`src/rtl/motor_pkg.sv`:
```
// Shared definitions for the motor commutation blocks.
//   state_t          : commutator FSM states (BRAKE only when MOTOR_BRAKE_EN is defined)
//   STEP_LAST        : highest step index of the six-step sequence
//   HS_TBL / LS_TBL  : high-/low-side enables {C,B,A} for steps 0..5
//   hsOf / lsOf      : table lookups, return '0 for an out-of-range step
//   stepAdvance      : modulo-6 step increment/decrement
// Optional feature macro: MOTOR_BRAKE_EN.
package motor_pkg;

`ifdef MOTOR_BRAKE_EN
  typedef enum logic [1:0] {
    IDLE  = 2'd0,
    DEAD  = 2'd1,
    RUN   = 2'd2,
    BRAKE = 2'd3
  } state_t;
`else
  typedef enum logic [1:0] {
    IDLE = 2'd0,
    DEAD = 2'd1,
    RUN  = 2'd2
  } state_t;
`endif

  localparam logic [2:0] STEP_LAST = 3'd5;

  // Bit order {C,B,A}. Each step drives exactly one high side and one
  // different low side.
  localparam logic [2:0] HS_TBL [0:5] = '{3'b001, 3'b001, 3'b010, 3'b010, 3'b100, 3'b100};
  localparam logic [2:0] LS_TBL [0:5] = '{3'b010, 3'b100, 3'b100, 3'b001, 3'b001, 3'b010};

  function automatic logic [2:0] hsOf(input logic [2:0] step);
    case (step)
      3'd0:    return HS_TBL[0];
      3'd1:    return HS_TBL[1];
      3'd2:    return HS_TBL[2];
      3'd3:    return HS_TBL[3];
      3'd4:    return HS_TBL[4];
      3'd5:    return HS_TBL[5];
      default: return '0;
    endcase
  endfunction

  function automatic logic [2:0] lsOf(input logic [2:0] step);
    case (step)
      3'd0:    return LS_TBL[0];
      3'd1:    return LS_TBL[1];
      3'd2:    return LS_TBL[2];
      3'd3:    return LS_TBL[3];
      3'd4:    return LS_TBL[4];
      3'd5:    return LS_TBL[5];
      default: return '0;
    endcase
  endfunction

  function automatic logic [2:0] stepAdvance(input logic [2:0] step, input logic fwd);
    if (fwd) return (step >= STEP_LAST) ? 3'd0 : step + 3'd1;
    else     return (step == 3'd0) ? STEP_LAST : step - 3'd1;
  endfunction

endpackage

```
`src/rtl/clk_tick_sync.sv`:
```
// Converts the asynchronous 1 MHz square wave into a one-cycle tick in the
// 50 MHz domain: two-flop synchronizer followed by a rising-edge register.
//   clk50mhzI : 50 MHz system clock
//   nRst      : asynchronous active-low reset
//   clk1mhzI  : 1 MHz square wave, treated as asynchronous data
//   tickO     : high for one clk50mhzI cycle per synchronized rising edge
module clk_tick_sync (
  input  logic clk50mhzI,
  input  logic nRst,
  input  logic clk1mhzI,
  output logic tickO
);

  logic [1:0] syncQ;
  logic       edgeQ;

  always_ff @(posedge clk50mhzI or negedge nRst) begin
    if (!nRst) begin
      syncQ <= '0;
      edgeQ <= 1'b0;
    end else begin
      syncQ <= {syncQ[0], clk1mhzI};
      edgeQ <= syncQ[1];
    end
  end

  assign tickO = syncQ[1] & ~edgeQ;

endmodule

```
`src/rtl/three_phase_commutator.sv`:
```
// Six-step trapezoidal commutation sequencer for a 3-phase bridge.
// A 1 MHz timebase (sampled as data) paces each step; every step change is
// preceded by DEAD_CYC cycles with all gates off.
//   clk50mhzI  : 50 MHz system clock
//   nRst       : asynchronous active-low reset
//   clk1mhzI   : 1 MHz square wave from the divider (asynchronous)
//   enI        : run enable
//   dirI       : 1 = forward, 0 = reverse
//   periodI    : microseconds per step (clamped up to MIN_PERIOD)
//   brakeI     : (MOTOR_BRAKE_EN only) all low sides on while asserted
//   hsO / lsO  : high-/low-side gate enables {C,B,A}
//   stepO      : current step 0..5
//   stepPulseO : one-cycle pulse when a new step is applied
// Optional feature macro: MOTOR_BRAKE_EN.
module three_phase_commutator
  import motor_pkg::*;
#(
  parameter int PERIOD_W   = 16,
  parameter int DEAD_CYC   = 25,
  parameter int MIN_PERIOD = 2
) (
  input  logic                clk50mhzI,
  input  logic                nRst,
  input  logic                clk1mhzI,
  input  logic                enI,
  input  logic                dirI,
  input  logic [PERIOD_W-1:0] periodI,
`ifdef MOTOR_BRAKE_EN
  input  logic                brakeI,
`endif
  output logic [2:0]          hsO,
  output logic [2:0]          lsO,
  output logic [2:0]          stepO,
  output logic                stepPulseO
);

  localparam logic [7:0]          DEAD_LAST = 8'(DEAD_CYC - 1);
  localparam logic [PERIOD_W-1:0] MIN_P     = PERIOD_W'(MIN_PERIOD);

  state_t              state, stateN;
  logic [2:0]          stepQ, stepN;
  logic [2:0]          targetQ, targetN;
  logic [7:0]          deadCnt, deadCntN;
  logic [PERIOD_W-1:0] tickCnt, tickCntN;
  logic [PERIOD_W-1:0] lastTick, lastTickN;
  logic [2:0]          hsQ, hsN;
  logic [2:0]          lsQ, lsN;
  logic                pulseQ, pulseN;
  logic                tick;
  logic                brakeReq;
  logic [PERIOD_W-1:0] effPm1;

  clk_tick_sync uTickSync (
    .clk50mhzI (clk50mhzI),
    .nRst      (nRst),
    .clk1mhzI  (clk1mhzI),
    .tickO     (tick)
  );

`ifdef MOTOR_BRAKE_EN
  assign brakeReq = brakeI;
`else
  assign brakeReq = 1'b0;
`endif

  // Terminal tick count for the step being started; captured once per step
  // so a mid-step periodI change cannot stretch or cut the current step.
  assign effPm1 = ((periodI < MIN_P) ? MIN_P : periodI) - PERIOD_W'(1);

  always_ff @(posedge clk50mhzI or negedge nRst) begin
    if (!nRst) begin
      state    <= IDLE;
      stepQ    <= '0;
      targetQ  <= '0;
      deadCnt  <= '0;
      tickCnt  <= '0;
      lastTick <= '0;
      hsQ      <= '0;
      lsQ      <= '0;
      pulseQ   <= 1'b0;
    end else begin
      state    <= stateN;
      stepQ    <= stepN;
      targetQ  <= targetN;
      deadCnt  <= deadCntN;
      tickCnt  <= tickCntN;
      lastTick <= lastTickN;
      hsQ      <= hsN;
      lsQ      <= lsN;
      pulseQ   <= pulseN;
    end
  end

  always_comb begin
    stateN    = state;
    stepN     = stepQ;
    targetN   = targetQ;
    deadCntN  = deadCnt;
    tickCntN  = tickCnt;
    lastTickN = lastTick;
    hsN       = hsQ;
    lsN       = lsQ;
    pulseN    = 1'b0;

    if (!enI) begin
      // Disable wins over every other event; stepO is deliberately kept.
      stateN   = IDLE;
      hsN      = '0;
      lsN      = '0;
      deadCntN = '0;
    end else begin
      case (state)
        IDLE: begin
          stateN   = DEAD;
          targetN  = stepQ;
          deadCntN = '0;
          hsN      = '0;
          lsN      = '0;
        end

        DEAD: begin
          hsN = '0;
          lsN = '0;
          if (deadCnt == DEAD_LAST) begin
            deadCntN = '0;
            if (brakeReq) begin
`ifdef MOTOR_BRAKE_EN
              stateN = BRAKE;
              lsN    = '1;
`endif
            end else begin
              stateN    = RUN;
              stepN     = targetQ;
              hsN       = hsOf(targetQ);
              lsN       = lsOf(targetQ);
              pulseN    = 1'b1;
              tickCntN  = '0;
              lastTickN = effPm1;
            end
          end else begin
            deadCntN = deadCnt + 8'd1;
          end
        end

        RUN: begin
          if (brakeReq) begin
            stateN   = DEAD;
            targetN  = stepQ;
            deadCntN = '0;
            hsN      = '0;
            lsN      = '0;
          end else if (tick) begin
            if (tickCnt == lastTick) begin
              stateN   = DEAD;
              targetN  = stepAdvance(stepQ, dirI);
              deadCntN = '0;
              hsN      = '0;
              lsN      = '0;
            end else begin
              tickCntN = tickCnt + PERIOD_W'(1);
            end
          end
        end

`ifdef MOTOR_BRAKE_EN
        BRAKE: begin
          hsN = '0;
          lsN = '1;
          if (!brakeReq) begin
            stateN   = DEAD;
            targetN  = stepQ;
            deadCntN = '0;
            lsN      = '0;
          end
        end
`endif

        default: begin
          stateN = IDLE;
          hsN    = '0;
          lsN    = '0;
        end
      endcase
    end
  end

  assign hsO        = hsQ;
  assign lsO        = lsQ;
  assign stepO      = stepQ;
  assign stepPulseO = pulseQ;

endmodule

```
`config.mk`:
```
export PLATFORM = sky130hd
export DESIGN_NAME = three_phase_commutator
export DESIGN_NICKNAME = d
export VERILOG_FILES = /design/src/rtl/motor_pkg.sv /design/src/rtl/clk_tick_sync.sv /design/src/rtl/three_phase_commutator.sv
export SDC_FILE = /design/constraint.sdc
export NUM_CORES = 1
export LEC_CHECK = 0
export ABC_AREA = 1
export CAP_MARGIN = 20
export CORE_AREA = 3 3 128 130
export DETAILED_ROUTE_END_ITERATION = 8
export DIE_AREA = 0 0 131 133
export SYNTH_ARGS = -nofsm -noshare
export SYNTH_HDL_FRONTEND = slang
export SYNTH_SLANG_ARGS = --single-unit
```
`constraint.sdc`:
```
create_clock -name clk50mhzI -period 4.1 [get_ports clk50mhzI]
set_clock_uncertainty 0.1 [all_clocks]
set_input_delay 0.615 -clock clk50mhzI [delete_from_list [all_inputs] [get_ports clk50mhzI]]
set_output_delay 0.615 -clock clk50mhzI [all_outputs]
set_load 0.02 [all_outputs]
```
==> summary.txt <==
Main metrics from the flow reports.

After clock tree synthesis, the repair step resized 0 gates. The cell at the root of the clock tree is sky130_fd_sc_hd__clkbuf_16. The share of the clock period used by the worst path came out at 63.99%. STA reports the tightest min-delay check as being of type primary input to asynchronous set/reset pin.

Post-CTS timing repair inserted 0 buffers for setup. The most numerous cell type found on the critical path is sky130_fd_sc_hd__nand2_1. The floorplan core density is 24.89%. The number of tap cells added at floorplan came out at 211. The first global-routing pass estimated 14290 microns of wire. The via count of the first global-routing pass is 2969.

The number of synthesized flops with an enable pin came out at 0. The flow ran to the end, and the final reports show no timing, DRC or antenna violations. The class occupying the most area after layout is reported as multi-input combinational cells. The number of vias per cell after detailed routing is 4.173. On the critical path, the stage with the largest delay is an instance of sky130_fd_sc_hd__clkdlybuf4s50_1. The worst-margin pin slew came out at 665.6 ps. The share of flip-flops with an asynchronous set or reset after synthesis is 100.0%. In this run the cell area of the synthesized design comes to 0.003797 sq mm.

The longest clock path from root to sink contains 2 buffers. Counting every net in the synthesized netlist gives 578. Per the timing report, the biggest fanout along the worst path comes to 3. The post-synthesis area per instance came out at 6.968 sq um.

The count of non-CTS inverters in the layout is 63. The number of buffers inserted by hold repair at cts came out at 0. The detailed-routed wire length on met3 came out at 227 microns. The number of non-filler instances in the completed layout is 791.

The number of signal-net buffers in the layout came out at 32. Dividing the detail-routed wire length by the instance count gives 10.45 microns. The family of cells with the greatest summed delay on the critical path is simple AND/OR/NAND/NOR gates.

The static leakage power is 2.071 nW. The pre-CTS setup slack came out at 1084 ps. The worst hold slack across all endpoints is 187.2 ps. The first routing iteration left 189 violations. The count of endpoints failing setup in the final report came out at 0. The number of cells in Yosys stat is 545. The core footprint came out at 0.01526 sq mm. The chip width came out at 131 microns.
cell families (layout without fill, tap and decap cells):
group | after synthesis | count (layout) | synth area share [%]
xor gates and xnor gates | 23 | 23 | 5.305
buffers and inverters | 76 | 111 | 8.336
and+or+nand+nor | 327 | 327 | 36.97
AOI/OAI and AO/OA | 49 | 49 | 7.216
DFF | 58 | 58 | 38.22
adders and majority gates | 12 | 12 | 3.954
worst paths after layout:
| kind | start | end | slack (ps) | depth (start not counted) |
|---|---|---|---|---|
| max reg2reg | state[0] | lsO[2] | 1510 | 6 |
| min reg2reg | uTickSync.syncQ[0] | uTickSync.syncQ[1] | 250 | 0 |
| max in group asynchronous | nRst | lsO[1] | 2840 | 2 |
| max | periodI[11] | lastTick[14] | 1480 | 14 |
| min | nRst | lastTick[15] | 190 | 1 |
| min in group clk50mhzI | uTickSync.syncQ[0] | uTickSync.syncQ[1] | 250 | 0 |
sequential cells by signal (all words and copies together) (netlist names):
register and cells:
uTickSync.syncQ 2, stepPulseO 1, lastTick 16, deadCnt 8, hsO 3, lsO 3, targetQ 3, stepO 3
uTickSync.edgeQ 1, state 2, tickCnt 16
cells in the final DEF (no fill, tap or decap):
cell                                n
sky130_fd_sc_hd__nor2_1            60
sky130_fd_sc_hd__ha_1              12
sky130_fd_sc_hd__nand2_2            1
sky130_fd_sc_hd__nor3b_1            2
sky130_fd_sc_hd__dfrtp_1           58
sky130_fd_sc_hd__nand3_2            3
sky130_fd_sc_hd__clkinvlp_4         4
sky130_fd_sc_hd__nand2_1          182
sky130_fd_sc_hd__inv_2              4
sky130_fd_sc_hd__o21ai_2            6
sky130_fd_sc_hd__buf_4              2
sky130_fd_sc_hd__o21ai_0           28
sky130_fd_sc_hd__bufinv_16          1
sky130_fd_sc_hd__nand3b_1           2
sky130_fd_sc_hd__a22oi_1            1
sky130_fd_sc_hd__or3_1              1
sky130_fd_sc_hd__nand2_4            1
sky130_fd_sc_hd__xor2_1            19
sky130_fd_sc_hd__clkdlybuf4s50_1   29
sky130_fd_sc_hd__buf_2              1
sky130_fd_sc_hd__o211ai_1           1
sky130_fd_sc_hd__inv_1             59
sky130_fd_sc_hd__o21ai_1            8
sky130_fd_sc_hd__nor2_4             1
sky130_fd_sc_hd__nand4_1           12
sky130_fd_sc_hd__nor3_1            11
sky130_fd_sc_hd__nand3_1           39
sky130_fd_sc_hd__o22ai_1            1
sky130_fd_sc_hd__clkbuf_16          9
sky130_fd_sc_hd__or2_2              8
sky130_fd_sc_hd__nor2_2             3
sky130_fd_sc_hd__a21oi_1            4
sky130_fd_sc_hd__clkinv_2           2
sky130_fd_sc_hd__xnor2_1            4
sky130_fd_sc_hd__and3_1             1
worst reg2reg max path, delay by kind of cell, from the launching register on:
kind / cells / cell delay, ps
compound gates: 1 / 100
flops: 1 / 400
fa+ha+maj: 1 / 590
simple gates: 3 / 1220
buf+inv: 1 / 90
where the power goes:
group | total, mW | switching (mW) | internal (mW)
Clock | 0.737 | 0.270 | 0.467
Combinational | 0.133 | 0.0809 | 0.0519
Sequential | 0.608 | 0.0184 | 0.590
### Placement by cell class

Fill, decap, tap and diode cells in grey.
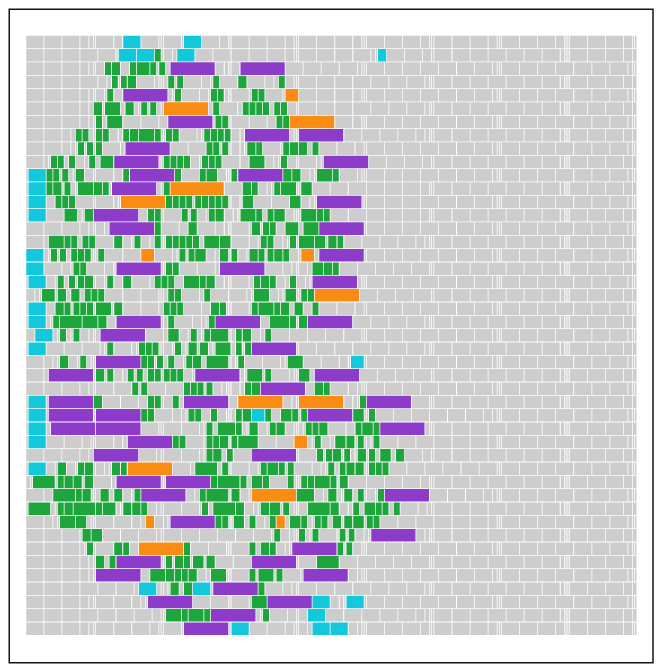
| colour | class | cells | share of their area |
|---|---|---|---|
| green | combinational and other logic | 474 | 52% |
| orange | clock drivers and dummy loads | 16 | 6.8% |
| cyan | remaining buffers and delay cells | 32 | 7.2% |
| purple | sequential cells | 58 | 34% |

### Clock routing

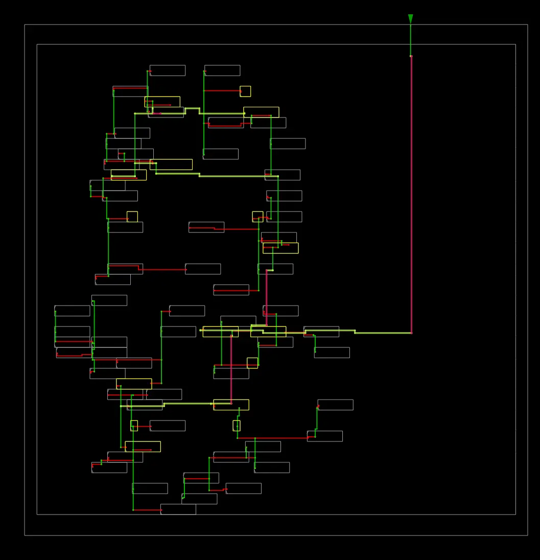
CTS buffer count: 9
clk_lat worst skew: 330 ps
Sink Count: 58
power in the clock group: 0.737 mW

Power and IR drop assume default switching activity.
